Signal wires by layer:
Scale: 4 px per um.
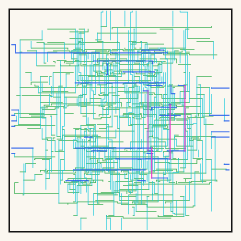
Clock wiring as the flow saved it:
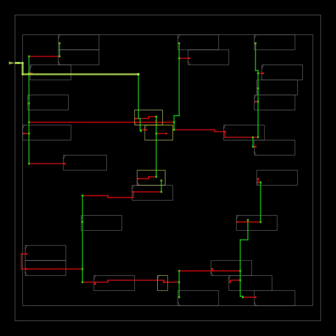
Cell density map:
Scale: 6 px per um. 11 x 11 tiles, from black (low) to pale yellow (high), 0 to 100% covered.
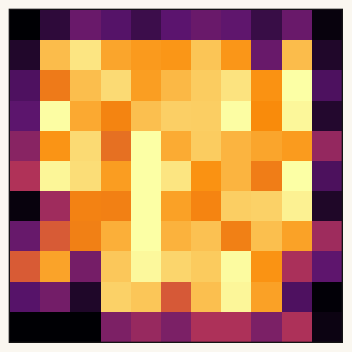
Cells coloured by class:
Scale: 4 px per um.
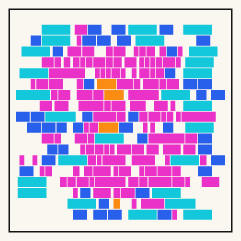
Design vga_sync_gen, sky130hd; sources not shown.
==> flow_summary.yaml <==
# synthesis and place-and-route metrics
run_status:
  outcome: "finished clean"
timing:
  slew_viol_final: 0
  finalHoldViolCount: 0
  setup-violations-final: 0
  max_freq_mhz: 470
  final.min_clock_period_ns: 2.13
  finalClockPeriodUsage: 0.926
  final.setup.tns_ns: 0
layout:
  fill_cells: 188
  instances_no_fill: 225
  diodes: 0
  layout.nets: 201
  synthToLayoutAreaGrowth_pct: 32.0
  layout-drive-gt1-share: 0.246
yosys:
  yosysWarnings: 0
  numSynthFlops: 25
  async_flop_share: 0
  area_leaders: "dfxtp_1, xnor2_1, nor3_1"
  avgSynthCellArea_sq_um: 9.21
  yosysCellCount: 157
  synthCells: 157
  edf_count: 0
  synth.cells.most_frequent: "dfxtp_1, nor2_1, nor3_1, nand2_1, xnor2_1"
  top_cell_area_share: 0.346
  top_area_cell: "dfxtp_1"
  syn_area_sq_um: 1450
worst_setup_path:
  critical_path_required_ns: 2.35
  cp_cell_sequence: "ha_4 > and3b_2 > and3_4 > buf_4 > a31oi_1 > a31oi_1 > and4_1 > a211oi_2"
  cp_max_fo: 13
  end_kind: "flop"
  cpPeakStageDelay_ns: 0.38
  ff2ff_setup_slack_ns: 0.17
  path_depth: 8
  start_kind: "flop"
  crit_path_frequent_cell: "a31oi_1"
  r2r_cells: 8
  path_delay_family: "simple AND/OR/NAND/NOR gates"
  critPathKind: "reg2reg"
  path_buffers: 1
  slowest_stage: "dfxtp_2"
clocking:
  cts_tree: "done"
  cts_inserted_buffers: 3
  clockBufferDepth: 2
  clockRootBuffer: "clkbuf_8"
  htree_levels: 1
global_route:
  grt_pass1_vias: 1246
  grt_overflow: 0
  antenna_found_initial: 0
  grt_max_degree: 15
  grt_pass1_wl_mm: 5.46
placed_design:
  routabilityCongestion: 0.875
  portBuffers: 26
  dpl.hpwl_mm: 2.48
  place_inst: 212
hold_path:
  min_path_cells: 2
  hold_class: "reg2reg"
floorplan:
  ios: 27
  die_x_um: 55.3
  chip_area_sq_um: 3050
  die_h_um: 55.3
power:
  power.share.clock: 0.347
  power_frac_seq: 0.596
  peakVddDrop_uv: 345
  p_switching_w: 0.000165
  swShare: 0.221
  cellInternalPower_w: 0.000580
  power_frac_comb: 0.057
  powerDensity_nw_per_um2: 390
  power.leakage_nw: 0.688
route:
  dr_wl_met2_mm: 1.81
  drt-met1-wl_mm: 1.56
  drtIter0Drc: 53
  drc_errors: 0
About 'signal wires by layer':
Blue marks met3, wire length 220 um. Cyan marks met2, wire length 1810 um. Magenta marks met4, wire length 52.4 um. Green marks met1, wire length 1560 um.
final wirelength: 3.64 mm
Global Route Usage Sum: 0.221
vias: 1336
drt wl/cell: 16.2 um

About 'clock wiring as the flow saved it':
seq_cells: 25
Late-Pin Clk Latency: 0.26 ns
Clk. pwr: 0.000258 W
clk sinks: 25
clkbuf count: 3

About 'cell density map':
The emptiest ninth of the die: bottom left. The mean over all tiles is 61%. 51% of the tiles are over 75% full. The densest ninth of the die: middle. The fullest tile reaches 100%. 4.1% of the tiles are nearly empty.
starting density of the core: 0.563
post-layout util: 0.744
core box area: 2570 sq um

About 'cells coloured by class':
Magenta marks all other logic, cells 124, share of their area 50%. Orange marks clock drivers and dummy loads, cells 4, share of their area 2.5%. Blue marks other buffers and delay cells, cells 42, share of their area 20%. Cyan marks flip-flops, cells 25, share of their area 27%.
design area: 1910 sq um
Rows: 18
fraction of area in registers: 0.265

[through the flow]
| stage | hold slack, ns | power (W) | setup slack, ns |
|---|---|---|---|
| 6_report | 0.402 | 0.000745 | 0.171 |
| 5_1_grt | 0.468 | 0.000773 | 0.0737 |
| 4_1_cts | 0.409 | 0.000749 | 0.185 |
| 3_5_place_dp | 0.389 | 0.000491 | -0.0157 |
| 3_3_place_gp | 0.375 | 0.000490 | 0.111 |
| 2_1_floorplan | 0.324 | 0.000474 | 0.172 |
[worst reg2reg max path, cell delays in order (launching register included)]
cell,delay (ns)
dfxtp_2,0.38
ha_4,0.14
and3b_2,0.25
and3_4,0.24
buf_4,0.20
a31oi_1,0.11
a31oi_1,0.27
and4_1,0.29
a211oi_2,0.05
[power groups by stage]
stage	logic [W]	registers (W)	clock network, W
final	0.0000423	0.000444	0.000258
after global routing	0.0000452	0.000445	0.000282
after CTS	0.0000378	0.000444	0.000267
after detailed placement	0.0000376	0.000454	0
after global placement	0.0000373	0.000453	0
after floorplan	0.0000175	0.000457	0
[layout by cell type, fill, tap and decap left out, types with 4 or more instances in the layout]
master,synthesis,layout
inv_1,6,6
nand2_1,12,12
a21oi_1,4,4
nor2_1,18,17
xor2_1,6,6
dfxtp_1,25,22
xnor2_1,9,9
clkdlybuf4s50_1,0,26
nor3_1,15,14
buf_4,1,16
[per-layer routing]
metal	up-vias	GRT usage
met5	-	0
met1	640	0.286
met2	57	0.372
met4	0	0.0857
li1	631	-
met3	8	0.0304
[cell families (layout without fill, tap and decap cells)]
family / count (synthesis) / in the layout / share of synthesized area
AND-OR/OR-AND: 19 / 19 / 0.109
XOR/XNOR: 16 / 16 / 0.102
adder cells (fa/ha/maj): 3 / 3 / 0.0260
buffers and inverters: 15 / 52 / 0.0735
flip-flops: 25 / 25 / 0.346
multiplexers: 1 / 1 / 0.00692
other: 1 / 1 / 0.00259
AND/OR/NAND/NOR: 77 / 78 / 0.334
[timing repair]
item	in CTS	in global routing
buffers inserted	3	5
hold buffers	0	0
gates resized	5	10
cloned	0	1
endpoints found under the setup margin	2	2
pin swaps	1	7
[area by class of cell]
cell class	count	area, sq um	share of cell area
Sequential cell	25	507	0.265
Inverter	6	22.5	0.0118
Tap cell	30	37.5	0.0197
Multi-Input combinational cell	118	916	0.480
Clock inverter	1	5.00	0.00262
Timing Repair Buffer	42	380	0.199
Clock buffer	3	41.3	0.0216
Power is estimated from default activity; no workload was simulated.
